<file path="config.mk">
export PLATFORM = sky130hd
export DESIGN_NAME = neuron_mac_scheduler
export DESIGN_NICKNAME = d
export VERILOG_FILES = /design/src/rtl/neuron_mac_scheduler.sv
export SDC_FILE = /design/constraint.sdc
export NUM_CORES = 1
export LEC_CHECK = 0
export CAP_MARGIN = 5
export CORE_ASPECT_RATIO = 2
export CORE_MARGIN = 5
export CORE_UTILIZATION = 53
export CTS_CLUSTER_SIZE = 16
export DETAILED_ROUTE_END_ITERATION = 8
export PLACE_DENSITY = 0.95
export REMOVE_ABC_BUFFERS = 1
export SYNTH_ARGS = -nofsm -noshare
export SYNTH_HDL_FRONTEND = slang
export SYNTH_SLANG_ARGS = --single-unit
</file>
<file path="constraint.sdc">
create_clock -name clk -period 5.6 [get_ports clk]
set_input_delay 1.4 -clock clk [delete_from_list [all_inputs] [get_ports clk]]
set_output_delay 1.4 -clock clk [all_outputs]
set_load 0.005 [all_outputs]
</file>
<file path="src/rtl/neuron_mac_scheduler.sv">
// neuron_mac_scheduler: sequences pixel/weight fetches for one neuron dot product and accumulates
// the multiplier results through a valid shift register matched to the multiplier latency.
module neuron_mac_scheduler #(
    parameter int N_PIX    = 784,
    parameter int N_NEURON = 10,
    parameter int MULT_LAT = 1
) (
    input  logic        clk,
    input  logic        GlobalReset,
    input  logic        Start,
    input  logic [3:0]  NeuronSel,
    output logic [9:0]  PixAddr,
    output logic [13:0] WeightAddr,
    input  logic [9:0]  PixelIn,
    input  logic [18:0] WeightIn,
    output logic [18:0] WeightPort,
    output logic [9:0]  PixelPort,
    input  logic [25:0] ProductIn,
    output logic [35:0] AccOut,
    output logic        Busy,
    output logic        Done
);
    typedef enum logic [1:0] {IDLE, ISSUE, DRAIN} state_t;
    state_t state_q, state_d;
    logic [9:0]        idx_q, idx_d;
    logic [13:0]       wa_q, wa_d;
    logic [MULT_LAT:0] vld_q, vld_d;
    logic [18:0]       wp_q, wp_d;
    logic [9:0]        pp_q, pp_d;
    logic [35:0]       acc_q, acc_d;
    logic              done_q, done_d;
    logic              accept, issue, last, final_add;
    // vld_q[0]: memory data valid, vld_q[1]: operands valid, vld_q[MULT_LAT]: product valid
    always_comb begin
        accept    = state_q == IDLE && Start && {28'd0, NeuronSel} < 32'(N_NEURON);
        issue     = state_q == ISSUE;
        last      = idx_q == 10'(N_PIX - 1);
        final_add = state_q == DRAIN && vld_q[MULT_LAT] && vld_q[MULT_LAT-1:0] == '0;
        state_d   = accept ? ISSUE : (issue && last) ? DRAIN : final_add ? IDLE : state_q;
        idx_d     = (issue && !last) ? idx_q + 10'd1 : '0;
        wa_d      = accept ? 14'(NeuronSel) * 14'(N_PIX) : (issue && !last) ? wa_q + 14'd1 : '0;
        vld_d     = {vld_q[MULT_LAT-1:0], issue};
        wp_d      = vld_q[0] ? WeightIn : '0;
        pp_d      = vld_q[0] ? PixelIn : '0;
        acc_d     = accept ? '0 : vld_q[MULT_LAT] ? acc_q + {{10{ProductIn[25]}}, ProductIn} : acc_q;
        done_d    = final_add;
    end
    always_ff @(posedge clk or posedge GlobalReset) begin
        if (GlobalReset) begin
            state_q <= IDLE;
            idx_q   <= '0;
            wa_q    <= '0;
            vld_q   <= '0;
            wp_q    <= '0;
            pp_q    <= '0;
            acc_q   <= '0;
            done_q  <= 1'b0;
        end else begin
            state_q <= state_d;
            idx_q   <= idx_d;
            wa_q    <= wa_d;
            vld_q   <= vld_d;
            wp_q    <= wp_d;
            pp_q    <= pp_d;
            acc_q   <= acc_d;
            done_q  <= done_d;
        end
    end
    assign PixAddr    = idx_q;
    assign WeightAddr = wa_q;
    assign WeightPort = wp_q;
    assign PixelPort  = pp_q;
    assign AccOut     = acc_q;
    assign Busy       = state_q != IDLE;
    assign Done       = done_q;
endmodule

</file>
Fig. 1: run 1, clock nets
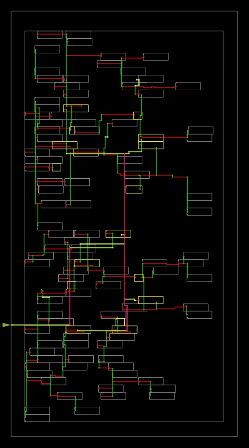
flop count: 94
Worst Clk Skew: 0.00846 ns

Fig. 2: run 1, routed metal, one colour a layer
Scale bar: 20 microns. Only two layers are drawn.
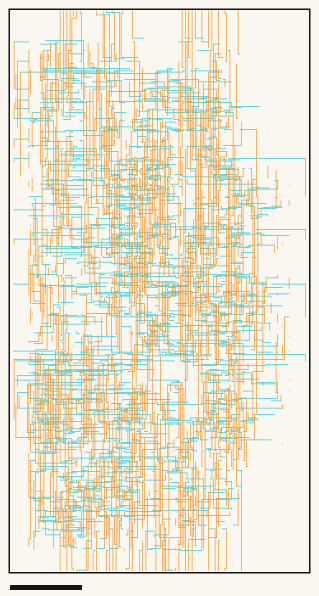
| layer | colour | wire length |
|---|---|---|
| metal 2 | orange | 9190 microns |
| metal 1 | cyan | 5800 microns |

Fig. 3: run 1, the metal 2 layer
Scale bar: 20 microns.
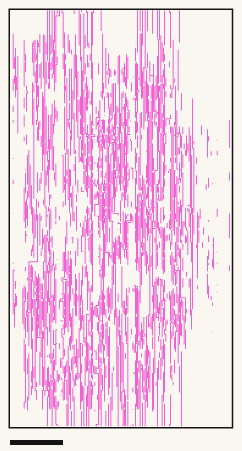
longest straight run: 42.8 microns
main direction: vertical

==> results_slide.txt, run 1 <==
Physical Implementation Snapshot

Outcome
  – Status: finished clean

Floorplanning
  – Fp util: 54.3%
  – CORE AREA: 0.0105 sq mm
  – Ports: 153
  – Taps Inserted: 137
  – FP Rows: 53
  – Die width: 83.5 microns
  – Chip Area: 0.0131 sq mm

Final timing
  – Post-Route Setup TNS: 0 ns
  – Max-slew violations: 0
  – Setup-failing EPs final: 0
  – Post-layout period usage: 75.3%
  – Final Hold Vio Count: 0
  – Tightest Pin Transition: 0.889 ns
  – Relative slew slack: 40.4%
  – Worst hold slack: 0.524 ns
  – RSZ-0062 raised after global routing: no
  – Fmax: 237 MHz

Placed design
  – Port bufs: 152
  – Placement Setup Slack: 1.11 ns
  – Placed cells: 868
  – DP Area: 0.00735 sq mm
  – Routability Congestion: 0.917

Run
  – Maxcap violations: 0
  – Tool warnings: 27

Final layout
  – Seq/total area: 30.8%
  – Max reg flops: 36
  – Sequential cell area: 0.00235 sq mm
  – Clkbuf count: 9
  – Final Core Density: 72.5%
  – Non-clock inverter count in the final layout: 17
  – Most frequent cells in the layout: clkdlybuf4s50_1 (152), dfrtp_1 (94), nor2_1 (48)
  – Logic area: 0.00321 sq mm
  – Finished layout cell area: 0.00764 sq mm
  – Finished Layout Cells: 884
  – Comb_multi_in: 464
  – Nets: 851
  – Fillers: 703
  – Top cell category: multi-input combinational cells
  – Area growth from synthesis to layout: 33.6%
  – Non-clk bufs: 156
  – Ratio of cells with drive above 1 in the final layout: 5.09%
  – Highest-count logic cell in the final layout: clkdlybuf4s50_1

Critical path
  – Levels on crit path: 11
  – CP required: 5.86 ns
  – CP max stage cell: clkdlybuf4s50_1
  – Startpoint types: input pin
  – CP peak stage delay: 0.70 ns
  – Worst path buffer plus inverter count: 1
  – CP Cell Sequence: clkdlybuf4s50_1, ha_1, a21o_1, a21o_1, a21o_1, a21o_1, a21oi_1, a21oi_2, o21ai_1, mux2i_1, mux2i_1
  – Critical setup path kind: input pin to register
  – FF-to-FF Start: AccOut[0]$_DFFE_PP0P_
  – Reg2reg end: AccOut[20]$_DFFE_PP0P_
  – FF-to-FF setup slack: 2.55 ns
  – Critical Path End: AccOut[35]$_DFFE_PP0P_
  – CP startpoint: ProductIn[25]
  – CP delay by family, top: AND-OR/OR-AND gates
  – WP data arrival: 4.48 ns
  – CP Capture Type: register
  – R2R depth: 12
  – Most used cell, CP: a21o_1

Global routing
  – First-pass GRT wire length: 27100 microns
  – Initial antenna violation count: 0
  – All-Layer GR Usage: 25.7%
  – Vias in the first global route: 5611
  – GR peak layer: met2
  – Met3 Use GR: 7.75%
  – Met1 Use GR: 25.9%
  – Met2 usage: 49.1%

Logic synthesis
  – Post-synth EDFFs: 0
  – Synth async-reset ratio: 100%
  – Top cells, area: dfrtp_1 (41%), ha_1 (10%), and2_1 (3.5%), mux2i_1 (3.5%), a21oi_1 (3.2%)
  – Yosys cell count: 594
  – Top-area cell share: 41.1%
  – Synth logic family: simple AND/OR/NAND/NOR gates
  – Register bit total from synthesis: 94
  – Cells after Synth: 594
  – Top cells by count: dfrtp_1 (94), nor2_1 (48), ha_1 (46)
  – Simple share: 19.6%
  – Largest area contributor in the netlist: dfrtp_1
  – Post-synth top flop: dfrtp_1
  – Synth warnings: 0
  – Post-Syn Area per Cell: 9.63 sq um
  – Yosys chip area: 0.00572 sq mm
  – Cell Type Count: 59
  – Mux share: 3.50%

Power and ir drop
  – Max power group: combinational logic
  – Sw Ratio: 39.6%
  – Sequential power share: 27.9%
  – Power Clock: 0.602 mW
  – Psw: 1.37 mW
  – Clock share of power: 17.4%
  – Worst VDD drop: 0.309 mV
  – Logic gate share of total power: 54.7%
  – Int Pwr: 2.09 mW
  – Comb power: 1.89 mW
  – PwrDens: 452 mW/mm^2
  – Final Power: 3.46 mW

Drt
  – DR pass1 iterations: 4
  – Final WL: 16700 microns
  – Met2 Routed Length: 9190 microns
  – Via-to-Cell Ratio: 5.84
  – DRC viols: 0
  – Met1 WL: 5800 microns
  – Top Layer Used: met4
  – WL/cell: 18.9 microns
  – Met3 wire len: 1250 microns
  – Antenna Violating Nets Remaining: 0
  – First-iteration detailed-routing DRC count: 236

Clocking
  – Cts repair resizes: 0
  – CTS max path bufs: 2
  – Clock Sinks: 94
  – CTS H-tree lvls: 3
  – Clk slew on worst S/H paths: 0.07 ns
  – CTS Buf Count: 9
  – CTS tree: yes
  – Hold_buf cts: 0
  – Root Driver: clkbuf_16
  – Post-CTS setup buffers: 0

Worst hold path
  – Path type of the worst min-delay path: register to register
  – Worst hold start: WeightAddr[0]$_DFF_PP0_
## Run 2: what changed since run 1
--- a/config.mk
+++ b/config.mk
@@ -8,10 +8,10 @@
 export CAP_MARGIN = 5
 export CORE_ASPECT_RATIO = 2
 export CORE_MARGIN = 5
-export CORE_UTILIZATION = 53
+export CORE_UTILIZATION = 49
 export CTS_CLUSTER_SIZE = 16
 export DETAILED_ROUTE_END_ITERATION = 8
-export PLACE_DENSITY = 0.95
+export PLACE_DENSITY = 0.93
 export REMOVE_ABC_BUFFERS = 1
 export SYNTH_ARGS = -nofsm -noshare
 export SYNTH_HDL_FRONTEND = slang
==> constraint.sdc (replaced) <==
create_clock -name clk -period 4.25 [get_ports clk]
set_input_delay 1.0625 -clock clk [delete_from_list [all_inputs] [get_ports clk]]
set_output_delay 1.0625 -clock clk [all_outputs]
set_load 0.005 [all_outputs]
Fig. 4: run 2, clock nets
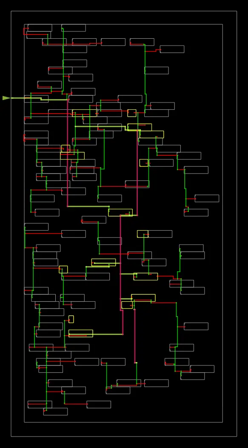
clkbuf count: 9
CTS Buf Count: 9
Worst Clk Skew: 0.0107 ns
clock latency on the worst-skew pair: 0.35 ns
Power Clock: 0.798 mW

Fig. 5: run 2, the metal 2 layer
Scale bar: 20 microns.
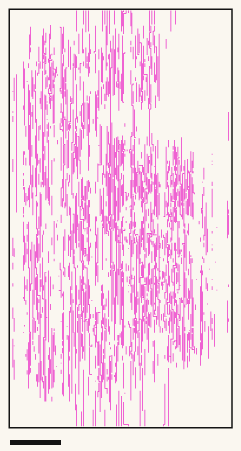
wire length on this layer: 7970 microns
nets with wire on the layer: 754
share of all routed wire: 50%
main direction: vertical
longest straight run: 53.9 microns

==> run 2 against run 1 <==
Effect of this change:
- final cell count grew 1.4%
- non-clock buffer count increased by 4
- worst hold slack worse by 0.0042 ns
- register-to-register slack worse by 1.2 ns
- final area increased by 0.49%
==> results_slide.txt, run 2 <==
Physical Implementation Snapshot

Final layout
  – Comb_multi_in: 464
  – Finished layout cell area: 0.00768 sq mm
  – Non-clk bufs: 160
  – Final Core Density: 66.5%
  – Area growth from synthesis to layout: 34.3%
  – Finished Layout Cells: 896
  – Most frequent cells in the layout: clkdlybuf4s50_1 (152), dfrtp_1 (94), nor2_1 (48)
  – Logic area: 0.00321 sq mm
  – Highest-count logic cell in the final layout: clkdlybuf4s50_1
  – Seq/total area: 30.6%
  – Max reg flops: 36
  – Sequential cell area: 0.00235 sq mm
  – Nets: 855

Placed design
  – DP Area: 0.00739 sq mm
  – Routability Congestion: 0.933
  – Placed cells: 880
  – Placement Setup Slack: 0.136 ns

Logic synthesis
  – Simple share: 19.6%
  – Synth logic family: simple AND/OR/NAND/NOR gates
  – Yosys chip area: 0.00572 sq mm
  – Cell Type Count: 59
  – Post-synth EDFFs: 0
  – Synth warnings: 0
  – Yosys cell count: 594
  – Synth async-reset ratio: 100%
  – Top cells, area: dfrtp_1 (41%), ha_1 (10%), and2_1 (3.5%), mux2i_1 (3.5%), a21oi_1 (3.2%)

Drt
  – Final WL: 15800 microns
  – Met3 wire len: 1560 microns
  – Top Layer Used: met4
  – First-iteration detailed-routing DRC count: 302
  – DR pass1 iterations: 5
  – Via-to-Cell Ratio: 5.73
  – Met2 Routed Length: 7970 microns
  – Met1 WL: 5910 microns

Final timing
  – Worst hold slack: 0.520 ns
  – Final Hold Vio Count: 0
  – Post-Route Setup TNS: 0 ns
  – RSZ-0062 raised after global routing: no

Power and ir drop
  – Int Pwr: 2.75 mW
  – Sequential power share: 27.9%
  – Max power group: combinational logic
  – Worst VDD drop: 0.343 mV
  – Psw: 1.81 mW

Critical path
  – WP data arrival: 4.01 ns
  – R2R depth: 13
  – FF-to-FF setup slack: 1.32 ns
  – CP delay by family, top: AND-OR/OR-AND gates
  – CP Cell Sequence: clkdlybuf4s50_1, ha_1, inv_1, fa_1, nor2b_1, o211ai_1, a211oi_1, o21ai_1, a21boi_1, buf_4, o21ai_1, a21boi_1, nor3_1, o31ai_1
  – CP required: 4.50 ns
  – Critical Path End: AccOut[24]$_DFFE_PP0P_
  – CP startpoint: ProductIn[0]
  – CP peak stage delay: 0.51 ns
  – Worst path buffer plus inverter count: 3

Floorplanning
  – Chip Area: 0.0141 sq mm
  – Die width: 86.4 microns
  – CORE AREA: 0.0116 sq mm
  – Ports: 153

Clocking
  – Post-CTS setup buffers: 0
  – Hold_buf cts: 0
  – Cts repair resizes: 0
  – CTS max path bufs: 2
  – Root Driver: clkbuf_16
  – Clk slew on worst S/H paths: 0.08 ns
  – CTS tree: yes

Global routing
  – Initial antenna violation count: 0
  – Met3 Use GR: 8.35%
  – Met1 Use GR: 25.9%

Outcome
  – Status: finished clean

Worst hold path
  – Worst hold start: WeightAddr[0]$_DFF_PP0_

Run
  – Maxcap violations: 0
## Run 3: what changed since run 2
--- a/config.mk
+++ b/config.mk
@@ -13,6 +13,7 @@
 export DETAILED_ROUTE_END_ITERATION = 8
 export PLACE_DENSITY = 0.93
 export REMOVE_ABC_BUFFERS = 1
+export SLEW_MARGIN = 10
 export SYNTH_ARGS = -nofsm -noshare
 export SYNTH_HDL_FRONTEND = slang
 export SYNTH_SLANG_ARGS = --single-unit
Fig. 6: run 3, M3 wires
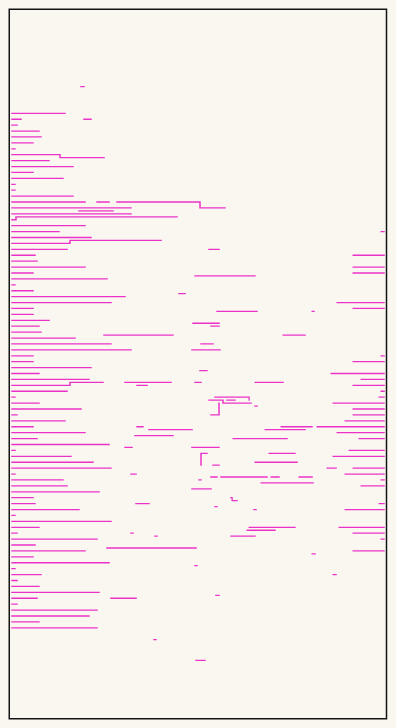
nets with wire on the layer: 165
share of all routed wire: 9.9%
longest straight run: 37.0 microns
wire length on this layer: 1560 microns
main direction: horizontal

Fig. 7: run 3, routed metal, one colour a layer
Scale bar: 20 microns. Only two layers are drawn.
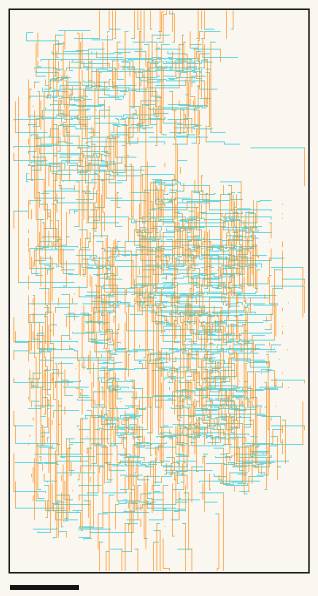
| layer | colour | wire length |
|---|---|---|
| metal 1 | cyan | 5910 microns |
| metal 2 | orange | 7970 microns |

==> run 3 against run 2 <==
Effect of this change:
- worst hold slack stayed put
- synthesized cell count stayed put
- area after synthesis stayed put
- power stayed put
- largest power group unchanged
- die area stayed put
- sequential power hardly changed
==> results_slide.txt, run 3 <==
Physical Implementation Snapshot

Outcome
  – Status: finished clean

Drt
  – Met2 Routed Length: 7970 microns
  – Met1 WL: 5910 microns
  – First-iteration detailed-routing DRC count: 302
  – DRC viols: 0
  – Antenna Violating Nets Remaining: 0
  – Via-to-Cell Ratio: 5.73
  – Met3 wire len: 1560 microns
  – Final WL: 15800 microns
  – DR pass1 iterations: 5
  – WL/cell: 17.6 microns

Floorplanning
  – Ports: 153
  – FP Rows: 56
  – Taps Inserted: 145
  – Chip Area: 0.0141 sq mm
  – Fp util: 49.5%

Logic synthesis
  – Simple share: 19.6%
  – Top cells by count: dfrtp_1 (94), nor2_1 (48), ha_1 (46)
  – Synth warnings: 0
  – Yosys cell count: 594
  – Top cells, area: dfrtp_1 (41%), ha_1 (10%), and2_1 (3.5%), mux2i_1 (3.5%), a21oi_1 (3.2%)
  – Post-synth EDFFs: 0
  – Post-synth top flop: dfrtp_1
  – Cell Type Count: 59
  – Synth logic family: simple AND/OR/NAND/NOR gates
  – Yosys chip area: 0.00572 sq mm
  – Cells after Synth: 594

Final layout
  – Nets: 855
  – Non-clock inverter count in the final layout: 17
  – Area growth from synthesis to layout: 34.3%
  – Non-clk bufs: 160
  – Comb_multi_in: 464
  – Ratio of cells with drive above 1 in the final layout: 5.59%
  – Fillers: 935
  – Logic area: 0.00321 sq mm
  – Finished layout cell area: 0.00768 sq mm
  – Finished Layout Cells: 896
  – Flop count: 94
  – Sequential cell area: 0.00235 sq mm

Power and ir drop
  – Sequential power share: 27.9%
  – PwrDens: 594 mW/mm^2
  – Logic gate share of total power: 54.6%
  – Psw: 1.81 mW
  – Worst VDD drop: 0.343 mV
  – Max power group: combinational logic
  – Clock share of power: 17.5%
  – Comb power: 2.49 mW

Global routing
  – All-Layer GR Usage: 23.1%
  – First-pass GRT wire length: 26100 microns
  – GR peak layer: met2
  – Vias in the first global route: 5289

Critical path
  – Critical Path End: AccOut[24]$_DFFE_PP0P_
  – FF-to-FF setup slack: 1.32 ns
  – CP Cell Sequence: clkdlybuf4s50_1, ha_1, inv_1, fa_1, nor2b_1, o211ai_1, a211oi_1, o21ai_1, a21boi_1, buf_4, o21ai_1, a21boi_1, nor3_1, o31ai_1
  – CP Capture Type: register
  – Worst path buffer plus inverter count: 3
  – CP delay by family, top: AND-OR/OR-AND gates
  – CP required: 4.50 ns
  – Startpoint types: input pin
  – FF-to-FF Start: AccOut[0]$_DFFE_PP0P_
  – CP max stage cell: clkdlybuf4s50_1
  – Reg2reg end: AccOut[24]$_DFFE_PP0P_
  – R2R depth: 13
  – WP data arrival: 4.01 ns
  – Levels on crit path: 14

Clocking
  – CTS tree: yes
  – Clock Sinks: 94
  – Root Driver: clkbuf_16
  – Cts repair resizes: 0
  – Clk slew on worst S/H paths: 0.08 ns
  – Hold_buf cts: 0
  – CTS max path bufs: 2
  – Post-CTS setup buffers: 0
  – CTS H-tree lvls: 3

Placed design
  – Port bufs: 152
  – DP Area: 0.00739 sq mm
  – Routability Congestion: 0.933

Final timing
  – Tightest Pin Transition: 0.843 ns
  – Fmax: 266 MHz
  – RSZ-0062 raised after global routing: no
  – Worst hold slack: 0.520 ns
  – Worst Clk Skew: 0.0107 ns
  – Post-layout period usage: 88.6%
  – Max-slew violations: 0
  – Setup-failing EPs final: 0

Run
  – Tool warnings: 27
  – Maxcap violations: 0

Worst hold path
  – Worst hold start: WeightAddr[0]$_DFF_PP0_

==> notes/layouts.md <==
Pictures saved along the way, in no particular order.

PDN straps and rails.
Scale bar: 20 microns. Pins as bars on the die edge.
panel A
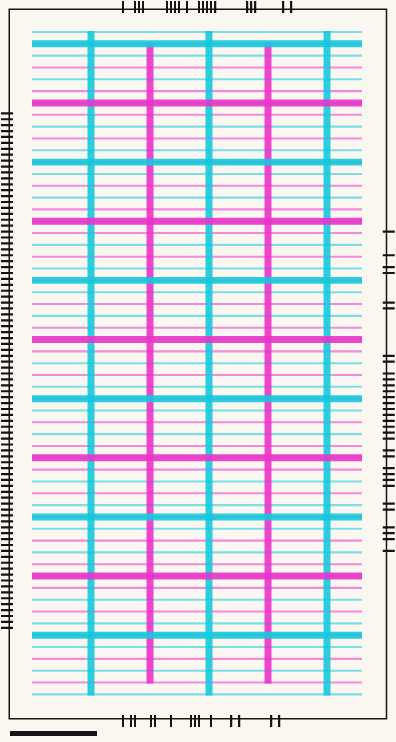
panel B
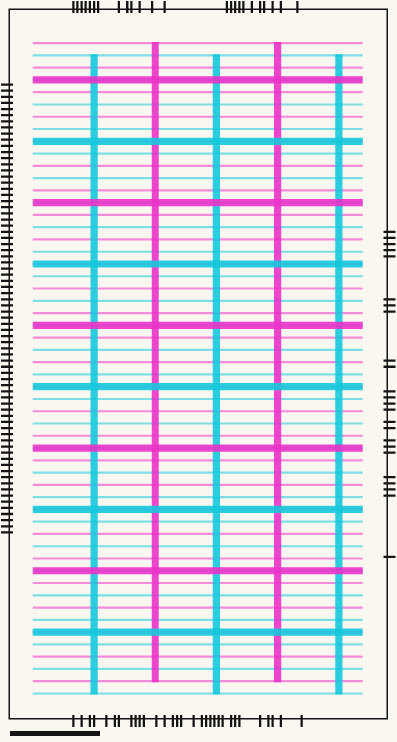
panel B: run 1
panel A: run 2

No activity file was given, so power comes from the tool's default toggle rates.
